**src/rtl/num_split_if.sv**
```systemverilog
// num_split bus: conversion request/value in, BCD digits and status out.
// Latency: none, wires only.
// Backpressure: none; requester watches busy/valid and re-asserts load in IDLE.
interface num_split_if #(
    parameter int NUM_IN_BIT_WIDTH = 8
);
    logic [NUM_IN_BIT_WIDTH-1:0] value_in;
    logic                        load;
    logic                        enable;
    logic [3:0]                  hund_out;
    logic [3:0]                  tens_out;
    logic [3:0]                  unit_out;
    logic                        busy;
    logic                        valid;
    logic [1:0]                  check_state;

    modport master (
        output value_in, load, enable,
        input  hund_out, tens_out, unit_out, busy, valid, check_state
    );

    modport slave (
        input  value_in, load, enable,
        output hund_out, tens_out, unit_out, busy, valid, check_state
    );
endinterface

```
**src/rtl/num_split.sv**
```systemverilog
// Binary to 3-digit BCD splitter (double-dabble, one bit per clock); NUM_SPLIT_ZERO_BLANK_EN enables leading-zero blanking.
// Latency: load accepted at edge T -> valid pulse in the cycle after edge T+NUM_IN_BIT_WIDTH.
// Backpressure: none; load is ignored while busy or in DONE, no queueing.
module num_split #(
    parameter int NUM_IN_BIT_WIDTH = 8
) (
    input  logic        clk,
    input  logic        rst_n,
    num_split_if.slave  bus
);
    localparam int NUM_BIT_WIDTH = 4;
    localparam int BCD_W         = 3 * NUM_BIT_WIDTH;
    localparam int CNT_W         = 4;
    localparam int SH_W          = BCD_W + NUM_IN_BIT_WIDTH;

    typedef enum logic [1:0] {
        S_IDLE  = 2'd0,
        S_SHIFT = 2'd1,
        S_DONE  = 2'd2
    } state_t;

    state_t                      r_state;
    state_t                      w_state_nxt;
    logic [NUM_IN_BIT_WIDTH-1:0] r_bin;
    logic [BCD_W-1:0]            r_bcd;
    logic [CNT_W-1:0]            r_cnt;
    logic [3:0]                  r_hund;
    logic [3:0]                  r_tens;
    logic [3:0]                  r_unit;

    logic [BCD_W-1:0]            w_adj;
    logic [SH_W-1:0]             w_shift;
    logic [3:0]                  w_hund_fmt;
    logic [3:0]                  w_tens_fmt;
    logic [3:0]                  w_unit_fmt;
    logic                        w_start;
    logic                        w_last;
    logic                        w_busy;
    logic                        w_valid;

    assign w_start = (r_state == S_IDLE) && bus.enable && bus.load;
    assign w_last  = (r_cnt == CNT_W'(NUM_IN_BIT_WIDTH - 1));

    // Add-3 correction on every nibble >= 5 before the shift; no carry crosses nibbles.
    always_comb begin
        w_adj = r_bcd;
        for (int i = 0; i < 3; i++) begin
            if (r_bcd[i*4 +: 4] >= 4'd5)
                w_adj[i*4 +: 4] = r_bcd[i*4 +: 4] + 4'd3;
        end
    end

    // Shift the whole {bcd,bin} pair left by one; upper part is the new BCD value.
    assign w_shift = {w_adj, r_bin} << 1;

    // Digit formatting applied at the moment outputs load.
    always_comb begin
        w_unit_fmt = w_shift[SH_W-9 -: 4];
        w_tens_fmt = w_shift[SH_W-5 -: 4];
        w_hund_fmt = w_shift[SH_W-1 -: 4];
`ifdef NUM_SPLIT_ZERO_BLANK_EN
        if (w_shift[SH_W-1 -: 4] == 4'd0) begin
            w_hund_fmt = 4'hF;
            if (w_shift[SH_W-5 -: 4] == 4'd0)
                w_tens_fmt = 4'hF;
        end
`endif
    end

    // State register.
    always_ff @(posedge clk or negedge rst_n) begin
        if (!rst_n) r_state <= S_IDLE;
        else        r_state <= w_state_nxt;
    end

    // Next-state logic; the unused encoding falls back to IDLE.
    always_comb begin
        w_state_nxt = S_IDLE;
        case (r_state)
            S_IDLE:  w_state_nxt = w_start ? S_SHIFT : S_IDLE;
            S_SHIFT: w_state_nxt = w_last  ? S_DONE  : S_SHIFT;
            S_DONE:  w_state_nxt = S_IDLE;
            default: w_state_nxt = S_IDLE;
        endcase
    end

    // Status outputs decoded from the registered state.
    always_comb begin
        w_busy  = 1'b0;
        w_valid = 1'b0;
        case (r_state)
            S_SHIFT: w_busy  = 1'b1;
            S_DONE:  w_valid = 1'b1;
            default: ;
        endcase
    end

    // Conversion datapath and output digit registers.
    always_ff @(posedge clk or negedge rst_n) begin
        if (!rst_n) begin
            r_bin  <= '0;
            r_bcd  <= '0;
            r_cnt  <= '0;
            r_hund <= 4'd0;
            r_tens <= 4'd0;
            r_unit <= 4'd0;
        end else if (w_start) begin
            r_bin <= bus.value_in;
            r_bcd <= '0;
            r_cnt <= '0;
        end else if (r_state == S_SHIFT) begin
            r_bcd <= w_shift[SH_W-1 -: BCD_W];
            r_bin <= w_shift[NUM_IN_BIT_WIDTH-1:0];
            r_cnt <= r_cnt + 1'b1;
            if (w_last) begin
                r_hund <= w_hund_fmt;
                r_tens <= w_tens_fmt;
                r_unit <= w_unit_fmt;
            end
        end
    end

    assign bus.hund_out    = r_hund;
    assign bus.tens_out    = r_tens;
    assign bus.unit_out    = r_unit;
    assign bus.busy        = w_busy;
    assign bus.valid       = w_valid;
    assign bus.check_state = r_state;
endmodule

```
**src/flat_wrapper.sv**
```systemverilog
// flat-port wrapper written by rule: the top's interface ports become plain ports
module num_split_flat 
#(
    parameter int NUM_IN_BIT_WIDTH = 8
)
  (clk, rst_n, bus_value_in, bus_load, bus_enable, bus_hund_out, bus_tens_out, bus_unit_out, bus_busy, bus_valid, bus_check_state);
  num_split_if #(.NUM_IN_BIT_WIDTH(NUM_IN_BIT_WIDTH)) bus_i ();
  input  logic clk;
  input  logic rst_n;
  input wire logic [$bits(bus_i.value_in)-1:0] bus_value_in;
  input wire logic [$bits(bus_i.load)-1:0] bus_load;
  input wire logic [$bits(bus_i.enable)-1:0] bus_enable;
  output wire logic [$bits(bus_i.hund_out)-1:0] bus_hund_out;
  output wire logic [$bits(bus_i.tens_out)-1:0] bus_tens_out;
  output wire logic [$bits(bus_i.unit_out)-1:0] bus_unit_out;
  output wire logic [$bits(bus_i.busy)-1:0] bus_busy;
  output wire logic [$bits(bus_i.valid)-1:0] bus_valid;
  output wire logic [$bits(bus_i.check_state)-1:0] bus_check_state;
  assign bus_i.value_in = bus_value_in;
  assign bus_i.load = bus_load;
  assign bus_i.enable = bus_enable;
  assign bus_hund_out = bus_i.hund_out;
  assign bus_tens_out = bus_i.tens_out;
  assign bus_unit_out = bus_i.unit_out;
  assign bus_busy = bus_i.busy;
  assign bus_valid = bus_i.valid;
  assign bus_check_state = bus_i.check_state;
  num_split #(.NUM_IN_BIT_WIDTH(NUM_IN_BIT_WIDTH)) u_core (.clk(clk), .rst_n(rst_n), .bus(bus_i));
endmodule
```
**config.mk**
```make
export PLATFORM = sky130hd
export DESIGN_NAME = num_split_flat
export DESIGN_NICKNAME = d
export VERILOG_FILES = /design/src/rtl/num_split_if.sv /design/src/rtl/num_split.sv /design/src/flat_wrapper.sv
export SDC_FILE = /design/constraint.sdc
export NUM_CORES = 1
export LEC_CHECK = 0
export CELL_PAD_IN_SITES_DETAIL_PLACEMENT = 0
export CELL_PAD_IN_SITES_GLOBAL_PLACEMENT = 1
export CORE_AREA = 2 2 68 70
export CTS_CLUSTER_DIAMETER = 60
export DETAILED_ROUTE_END_ITERATION = 12
export DIE_AREA = 0 0 70 72
export PLACE_DENSITY_LB_ADDON = 0.1
export SYNTH_ARGS = -nofsm -noshare
export SYNTH_HDL_FRONTEND = slang
export SYNTH_SLANG_ARGS = --single-unit
```
**constraint.sdc**
```tcl
create_clock -name clk -period 4.1 [get_ports clk]
set_clock_uncertainty 0.05 [all_clocks]
set_input_delay 0.615 -clock clk [delete_from_list [all_inputs] [get_ports clk]]
set_output_delay 0.615 -clock clk [all_outputs]
set_load 0.01 [all_outputs]
```
### Where the registers sit, run 1

Drawn at 4 px/um. Other sequential cells in the stronger gray, the rest of the logic in the fainter gray.
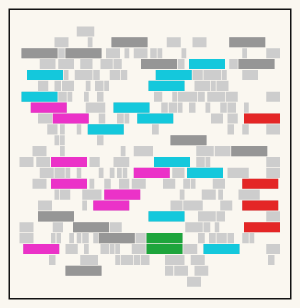
magenta -> `u_core.r_bin`  # sequential cells 8
red -> `u_core.bus.hund_out`  # sequential cells 4
green -> `u_core.bus.check_state`  # sequential cells 2
cyan -> `u_core.r_bcd`  # sequential cells 12
not colored = 12

### Routing congestion map, run 1

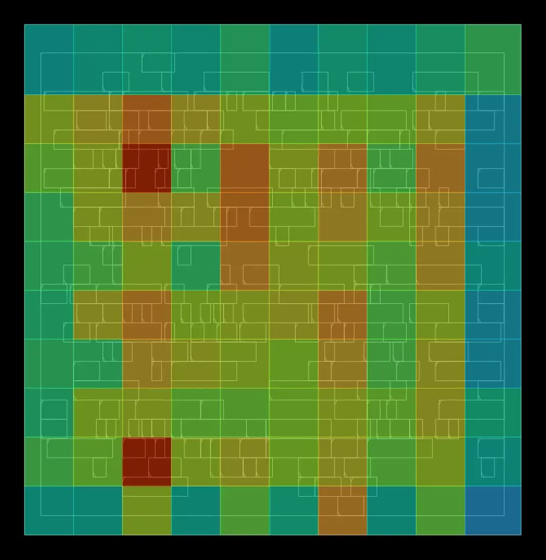
routed wire length per instance: 13.63 um
GR met1 Demand/Resource: 20.11%
final core occ: 51.38%
met2 Use GR: 24.66%
highest-utilization routing layer at the global route stage: met2

==> Implementation_results.wiki, run 1 <==
== Metrics ==
{| class="wikitable"
! Metric !! Value
|-
| Post-route setup slack || 1.685 ns
|-
| Inst Count DP || 247
|-
| Share of synthesized cell area in full adder, half adder and majority cells || 4.736%
|-
| Number of DRC violations after detailed-routing iteration 0 || 88
|-
| IO Count || 28
|-
| Netlist area before placement || 0.001849 mm^2
|-
| Global-route wire length before repair || 6099 um
|-
| HPWL Detailed || 2335 um
|-
| Number of enable flip-flop cells || 0
|-
| Core box area || 0.004264 mm^2
|-
| Number of gates given a new drive strength after cts || 0
|-
| GR Overflow Total || 0
|-
| Via-to-Cell Ratio || 5.173
|-
| Max clock buf depth || 2
|-
| Cell count after synthesis || 176
|-
| Clock tree root buffer cell || clkbuf_8
|-
| Die outline width || 70 um
|-
| Layout Nets || 221
|-
| Status || finished clean
|-
| Number of buffers inserted by post-CTS setup repair || 0
|-
| Floorplan die height || 72 um
|-
| Maximum fanout count along the critical path || 22
|-
| Comb gate area || 794.5 um^2
|-
| Top routing layer in use || met4
|-
| Met2 WL || 1610 um
|-
| Synth area leader || dfrtp_1
|-
| Synth Seq Share || 51.42%
|-
| Met3 wire length || 143 um
|-
| Registers with the most flip-flops || u_core.r_bcd x12, u_core.r_bin x8
|-
| Number of inserted filler cells in the final layout || 400
|-
| DRC violations left || 0
|-
| Floorplan die area || 0.005040 mm^2
|-
| Power density over cell area || 789.6 mW/mm^2
|-
| Gp weighted congestion || 0.8014
|-
| Hold buffer count at cts || 0
|-
| CTS tree || done
|-
| Capturing point of the worst reg2reg path || u_core.r_bcd[3]
|-
| Sum Neg Setup Slack || 0 ns
|-
| Simple Share, Synth || 16.31%
|-
| Flip-flop count of the largest register, all copies and words added || 12
|-
| Fraction of registers with async set/reset || 100.0%
|-
| Hold Violations, Final || 0
|-
| Vias after detailed routing || 1314
|-
| Startpoint types || flip-flop
|-
| Total power consumption of the routed design || 1.730 mW
|-
| Synthesized chip area reported by yosys || 0.001849 mm^2
|-
| Final clock period utilization by the worst path || 58.90%
|-
| Worst min-delay path class || in2async
|-
| Number of synthesis warnings || 0
|-
| Total number of H-tree levels || 2
|-
| Endpoint arrival time on the critical path || 1.75 ns
|-
| Yosys top cell area share || 51.42%
|-
| Syn_area_per_cell || 10.51 um^2
|-
| Multiplexer fraction of the synthesized cell area || 5.751%
|-
| Most frequent cell after synthesis || dfrtp_1
|-
| Count of antenna-violating nets left after detailed routing || 0
|-
| Clock network latency to the later pin of the worst-skew pair || 0.29 ns
|-
| Post-synthesis sequential element count || 38
|-
| Required time at the worst-slack endpoint || 3.43 ns
|-
| Clock slew at the register clock pins of the worst setup and hold paths || 0.07 ns
|-
| Area of placed instances || 0.002115 mm^2
|-
| Most frequent cells after synthesis || dfrtp_1 (38), nand2_1 (28), nor2_1 (11)
|-
| Maximum resistive drop on vdd || 0.0003366 V
|-
| Fraction of final layout cells with drive strength greater than 1 || 11.88%
|-
| Finished Cell Area || 0.002191 mm^2
|-
| Start-to-end type of the worst setup path || reg2out
|-
| Via count of the first global-routing pass || 1332
|-
| Achievable Freq || 0.4141 GHz
|-
| Post-placement worst setup slack || 1.578 ns
|-
| Number of antenna cells inserted || 0
|-
| Cell total in the yosys stat output || 176
|-
| Largest family of logic cells by area || simple AND/OR/NAND/NOR gates
|-
| Number of antenna violations at the first check in global routing || 0
|-
| Register with the most flip-flops || u_core.r_bcd
|-
| Leakage power || 0.9654 nW
|-
| Syn Nets || 195
|-
| All-Layer GR Usage || 15.44%
|-
| Worst Hold Slack || 0.3758 ns
|-
| Sinks on the clock net || 38
|-
| Number of unique standard cell types used by synthesis || 35
|-
| Biggest area contributors in the synthesized netlist || dfrtp_1 (51%), nand2_1 (5.7%), ha_1 (4.7%)
|-
| Detailed-routing iteration count for the pre-antenna-repair pass || 4
|-
| Dominant register cell || dfrtp_1
|-
| Final critical-path required period || 2.415 ns
|-
| Global routing usage on met3 || 5.139%
|-
| Setup-failing EPs final || 0
|-
| Final Non-Filler Cells || 254
|-
| Count of max-cap constraint violations || 0
|-
| Actual slew at the worst max-slew pin || 0.9656 ns
|-
| XOR-XNOR Cells, Area Fraction || 2.842%
|-
| Setup crit end kind || output pin
|-
| Quantity of I/O buffers inserted on ports || 27
|}
### Gate families picked out, run 1

Drawn at 4 px/um.
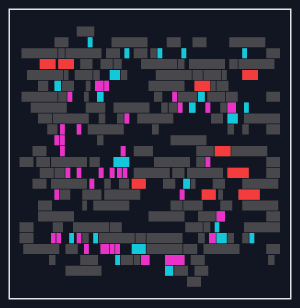
red -> mux cells  # cells 9
cyan -> nor cells  # cells 22
magenta -> nand cells  # cells 35

### Layout detail, run 1

Region (22, 9) to (47, 34) um. Cells in gray, sequential cells in the stronger gray; small squares are vias.
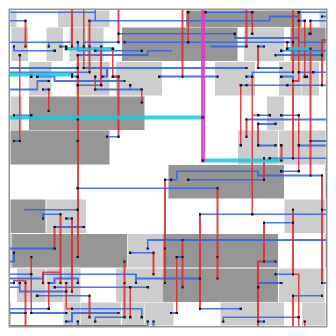
magenta -> M4
red -> M2
blue -> M1
cyan -> M3
sequential cells in the window = 7
cells with their middle in the window = 35
most frequent = nand2_1 (7), dfrtp_1 (7)
netlist names of flops here include = `u_core.r_bin` (3), `u_core.bus.check_state` (2)

==> run 1: final cells by class <==
type,count,share of cell area (%)
sequential,38,43.40
inverter,7,1.428
clock buffer,7,3.484
timing repair buffer,28,12.45
tap,52,2.970
multi-input combinational,122,36.27
==> run 1: layout by cell type, fill, tap and decap left out, types with 2 or more instances in the layout <==
cell type,synthesis,routed
nor3_1,5,5
o21ai_1,2,2
mux2i_1,2,2
o21ai_0,9,9
a31oi_1,2,2
clkdlybuf4s50_1,0,26
xor2_1,2,2
inv_1,6,6
a21oi_2,3,3
clkbuf_1,0,2
dfrtp_1,38,38
o22ai_1,4,4
nor3b_1,3,3
nand2_1,28,28
mux2_4,2,2
mux2_2,5,5
or3b_2,2,2
xnor2_1,4,4
a21o_1,2,2
a22oi_1,6,6
nor2_1,11,11
ha_1,7,7
nand2b_1,4,4
a21oi_1,10,10
clkbuf_8,0,5
==> run 1: how the worst max path moves through the flow <==
stage,from,end,slack (ns),cells after the start
floorplan,u_core.bus.check_state[1],bus_busy,2.48,4
global placement,bus_load,u_core.r_bcd[7],1.67,5
detailed placement,bus_load,u_core.r_bcd[7],1.58,5
CTS,u_core.bus.check_state[1],bus_busy,1.67,3
global route,u_core.bus.check_state[1],bus_busy,1.58,3
finish,u_core.bus.check_state[1],bus_busy,1.69,3
==> run 1: critical path, stage by stage (launching register included) <==
cell and delay [ns]:
dfrtp_1 0.40, nand2b_4 0.27, inv_6 0.22, clkdlybuf4s50_1 0.57
==> run 1: where the power goes <==
part           leakage (nW)  switching [mW]  internal, mW
Sequential            0.477           0.125         0.542
Clock                0.0383           0.122         0.117
Combinational         0.450           0.417         0.407
### I/O pins on the die edge, run 1

Drawn at 6 px/um. Pins as bars across the die edge, other pins in gray.
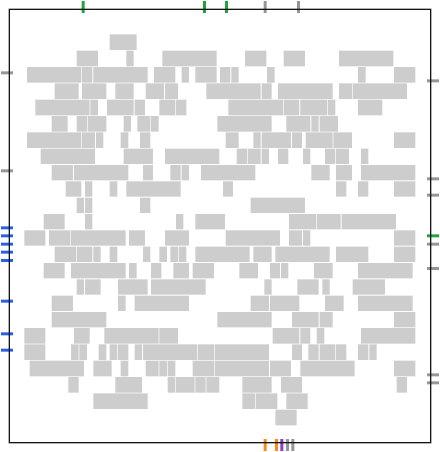

==> run 2, diff against run 1 <==
--- a/config.mk
+++ b/config.mk
@@ -7,10 +7,10 @@
 export LEC_CHECK = 0
 export CELL_PAD_IN_SITES_DETAIL_PLACEMENT = 0
 export CELL_PAD_IN_SITES_GLOBAL_PLACEMENT = 1
-export CORE_AREA = 2 2 68 70
+export CORE_AREA = 2 2 71 73
 export CTS_CLUSTER_DIAMETER = 60
 export DETAILED_ROUTE_END_ITERATION = 12
-export DIE_AREA = 0 0 70 72
+export DIE_AREA = 0 0 73 75
 export PLACE_DENSITY_LB_ADDON = 0.1
 export SYNTH_ARGS = -nofsm -noshare
 export SYNTH_HDL_FRONTEND = slang
==> constraint.sdc (replaced) <==
create_clock -name clk -period 2.3 [get_ports clk]
set_clock_uncertainty 0.05 [all_clocks]
set_input_delay 0.345 -clock clk [delete_from_list [all_inputs] [get_ports clk]]
set_output_delay 0.345 -clock clk [all_outputs]
set_load 0.01 [all_outputs]
### I/O pins on the die edge, run 2

Drawn at 6 px/um. Pins as bars across the die edge, other pins in gray.
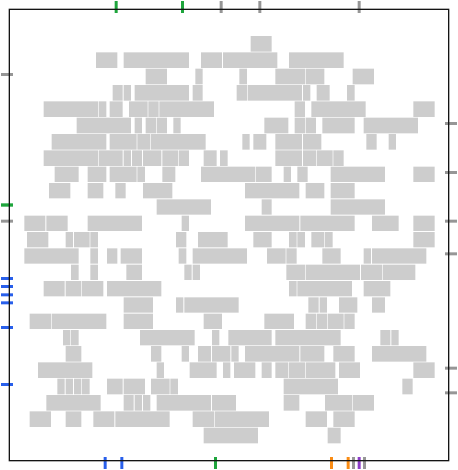
orange -> `bus_check_state`  # pins 2, direction output, edge bottom
purple -> `bus_enable`  # pins 1, direction input, edge bottom
green -> `bus_unit_out`  # pins 4, direction output, edge 2 top, 1 bottom, 1 left
blue -> `bus_value_in`  # pins 8, direction input, edge 6 left, 2 bottom
all pins by edge = 9 left, 8 bottom, 6 right, 5 top

### Gate families picked out, run 2

Drawn at 4 px/um.
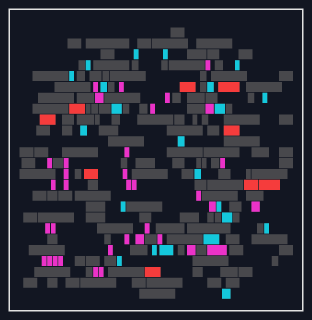
commonest non-fill, non-tap cell in the layout: dfrtp_1
fraction of area in multi-input gates: 34.74%
Final Non-Filler Cells: 259

==> run 2 against run 1 <==
Effect of this change: largest cell class unchanged; sequential share of layout area fell by 1.8 points; flip-flop count stayed put; first-iteration DRC count fell by 39%; non-clock buffer count up 2; cell count increased by 2.0%; combinational power increased by 81%; critical path depth stayed put; critical endpoint unchanged.
==> Implementation_results.wiki, run 2 <==
== Metrics ==
{| class="wikitable"
! Metric !! Value
|-
| Worst Hold Slack || 0.1105 ns
|-
| Clock tree root buffer cell || clkbuf_8
|-
| Detailed-routing iteration count for the pre-antenna-repair pass || 4
|-
| Maximum fanout count along the critical path || 22
|-
| Status || finished clean
|-
| Clock group share of total power || 21.0%
|-
| Number of unique standard cell types used by synthesis || 35
|-
| Worst min-delay path class || in2async
|-
| Total detailed-routing wirelength || 3598 um
|-
| Cell Chain, Critical Path || nand2b_4, inv_6, clkdlybuf4s50_1
|-
| Inst Count DP || 251
|-
| Post-route setup slack || 0.1516 ns
|-
| Post-synthesis sequential element count || 38
|-
| CTS tree || done
|-
| Hold buffer count at cts || 0
|-
| Simple Share, Synth || 16.31%
|-
| Yosys top cell area share || 51.42%
|-
| Cell count after synthesis || 176
|-
| Pin count of the biggest net entering global routing || 39
|-
| Flip-flop count of the largest register, all copies and words added || 12
|-
| Synthesized chip area reported by yosys || 0.001849 mm^2
|-
| Count of antenna-violating nets left after detailed routing || 0
|-
| Part of the total power dissipated in sequential elements || 35.0%
|-
| Final clock period utilization by the worst path || 93.41%
|-
| Post-placement worst setup slack || 0.4535 ns
|-
| Area growth from synthesis to final layout || 23.68%
|-
| Cell family with most CP delay || buffers and inverters
|-
| Number of DRC violations after detailed-routing iteration 0 || 54
|-
| Synth area leader || dfrtp_1
|-
| Global-route wire length before repair || 6120 um
|-
| Setup-failing EPs final || 0
|-
| Number of antenna violations at the first check in global routing || 0
|-
| Fraction of registers with async set/reset || 100.0%
|-
| Remaining max-slew budget at the tightest pin || 42.12%
|-
| Vias after detailed routing || 1328
|-
| Number of gates given a new drive strength after cts || 0
|-
| Share of power burned in combinational logic || 44.1%
|-
| Floorplan die height || 75 um
|-
| OpenROAD warning count || 29
|-
| HPWL Detailed || 2401 um
|-
| Area of placed instances || 0.002145 mm^2
|-
| Core box area || 0.004661 mm^2
|-
| Sum Neg Setup Slack || 0 ns
|-
| Setup repair after global routing missed its margin || no
|-
| GR Overflow Total || 0
|-
| Instance count on the critical path || 3
|-
| Leakage power || 1.012 nW
|-
| Number of max-slew violations in the final report || 0
|-
| DRC violations left || 0
|-
| Total number of H-tree levels || 2
|-
| Most frequent cell after synthesis || dfrtp_1
|-
| Biggest area contributors in the synthesized netlist || dfrtp_1 (51%), nand2_1 (5.7%), ha_1 (4.7%)
|-
| Finished Cell Area || 0.002287 mm^2
|-
| Number of buffers inserted by post-CTS setup repair || 0
|-
| IO Count || 28
|-
| Gp weighted congestion || 0.7518
|-
| Site Rows || 25
|-
| FP Core Util || 39.68%
|-
| Power density over cell area || 1477 mW/mm^2
|-
| Required time at the worst-slack endpoint || 1.90 ns
|-
| Final core occ || 49.07%
|-
| Layout Nets || 223
|-
| Most frequent cells after synthesis || dfrtp_1 (38), nand2_1 (28), nor2_1 (11)
|-
| Sinks on the clock net || 38
|-
| Worst reg-to-reg path cell count || 4
|-
| Net Sw Power || 1.213 mW
|-
| Maximum resistive drop on vdd || 0.0004601 V
|-
| Switching part of the total power || 35.92%
|-
| XOR-XNOR Cells, Area Fraction || 2.842%
|-
| Hold Violations, Final || 0
|-
| Setup crit end kind || output pin
|-
| Final critical-path required period || 2.148 ns
|-
| Start-to-end type of the worst setup path || reg2out
|-
| Register with the most flip-flops || u_core.r_bcd
|-
| Synth Seq Share || 51.42%
|-
| Number of antenna cells inserted || 0
|-
| Aoi/oai-family share of the synthesized area || 13.33%
|-
| Die outline width || 73 um
|-
| Floorplan die area || 0.005475 mm^2
|-
| Dominant register cell || dfrtp_1
|-
| Number of inserted filler cells in the final layout || 426
|-
| Actual slew at the worst max-slew pin || 0.8682 ns
|-
| Startpoint types || flip-flop
|-
| Syn Nets || 195
|-
| Count of max-cap constraint violations || 0
|-
| Largest incremental delay on the critical path || 0.57 ns
|-
| Number of synthesis warnings || 0
|-
| Top logic cells by instance count in the layout || dfrtp_1 (38), nand2_1 (28), clkdlybuf4s50_1 (26)
|-
| Clock network latency to the later pin of the worst-skew pair || 0.30 ns
|-
| Quantity of I/O buffers inserted on ports || 27
|-
| Endpoint arrival time on the critical path || 1.75 ns
|-
| Critical path buffer and inverter count || 2
|-
| Highest-delay cell along the critical path || clkdlybuf4s50_1
|-
| Cell-internal power || 2.164 mW
|-
| Max clock buf depth || 2
|-
| Achievable Freq || 0.4655 GHz
|-
| Total CTS buffers || 5
|-
| Share of synthesized cell area in full adder, half adder and majority cells || 4.736%
|-
| Via-to-Cell Ratio || 5.127
|-
| Cell total in the yosys stat output || 176
|-
| Total power consumption of the routed design || 3.378 mW
|-
| Registers with the most flip-flops || u_core.r_bcd x12, u_core.r_bin x8
|-
| Syn_area_per_cell || 10.51 um^2
|-
| Netlist area before placement || 0.001849 mm^2
|-
| Largest family of logic cells by area || simple AND/OR/NAND/NOR gates
|-
| Fraction of final layout cells with drive strength greater than 1 || 14.15%
|-
| Number of enable flip-flop cells || 0
|-
| Clock slew at the register clock pins of the worst setup and hold paths || 0.08 ns
|-
| Multiplexer fraction of the synthesized cell area || 5.751%
|-
| Via count of the first global-routing pass || 1289
|}
### Routing congestion map, run 2

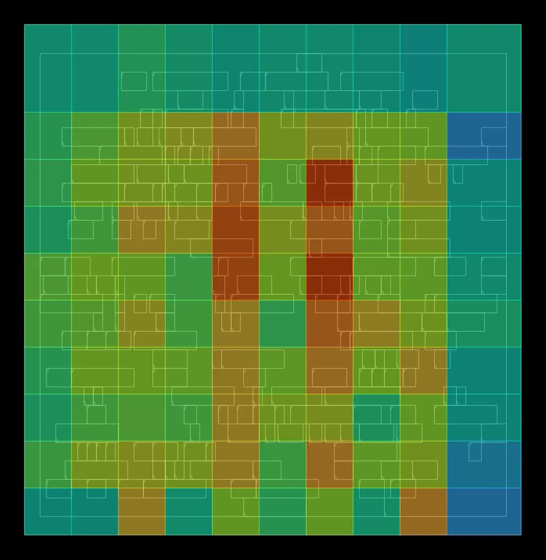
GR met1 Demand/Resource: 19.42%
routed wire length per instance: 13.89 um
global routing usage on met3: 4.819%
All-Layer GR Usage: 15.22%

run 2: cell counts after synthesis:
No cell type changed its count.
run 2: kinds of logic after synthesis:
logic type / Yosys count
buf+inv: 16
fa+ha+maj: 7
xor+xnor: 6
simple gates: 60
mux: 9
compound gates: 40
flops: 38
run 2: power by group through the flow:
stage	sequential, mW	combinational, mW	clock (mW)
floorplan	1.21	1.03	0
global placement	1.19	1.48	0
detailed placement	1.20	1.50	0
CTS	1.19	1.51	0.724
global route	1.23	1.67	0.752
finish	1.18	1.49	0.708
run 2: path summary, 6_finish.rpt:
kind / start / end / slack [ns]
max reg2reg: u_core.bus.check_state[1] / u_core.bus.unit_out[1] / 0.58
min reg2reg: u_core.r_bin[2] / u_core.r_bin[2] / 0.43
max in group asynchronous: rst_n / u_core.r_bcd[1] / 1.55
min in group clk: u_core.r_bin[2] / u_core.r_bin[2] / 0.43
min: rst_n / u_core.bus.hund_out[1] / 0.11
max: u_core.bus.check_state[1] / bus_busy / 0.15
run 2: area by class of cell:
class	instances	area, um^2	area share, %
Clock inverter	2	60.06	2.626
Multi-Input combinational cell	122	794.5	34.74
Sequential cell	38	950.9	41.58
Clock buffer	6	82.58	3.611
Inverter	7	31.28	1.368
Tap cell	54	67.56	2.954
Timing Repair Buffer	30	300.3	13.13
run 2: metal layers:
| layer | up-vias | wire [um] | track usage [%] |
|---|---|---|---|
| li1 | 661 | - | - |
| met2 | 24 | 1706 | 24.12 |
| met5 | - | 0 | 0 |
| met4 | 0 | 61 | 6.173 |
| met3 | 5 | 119 | 4.819 |
| met1 | 638 | 1711 | 19.42 |
No activity file was given, so power comes from the tool's default toggle rates.
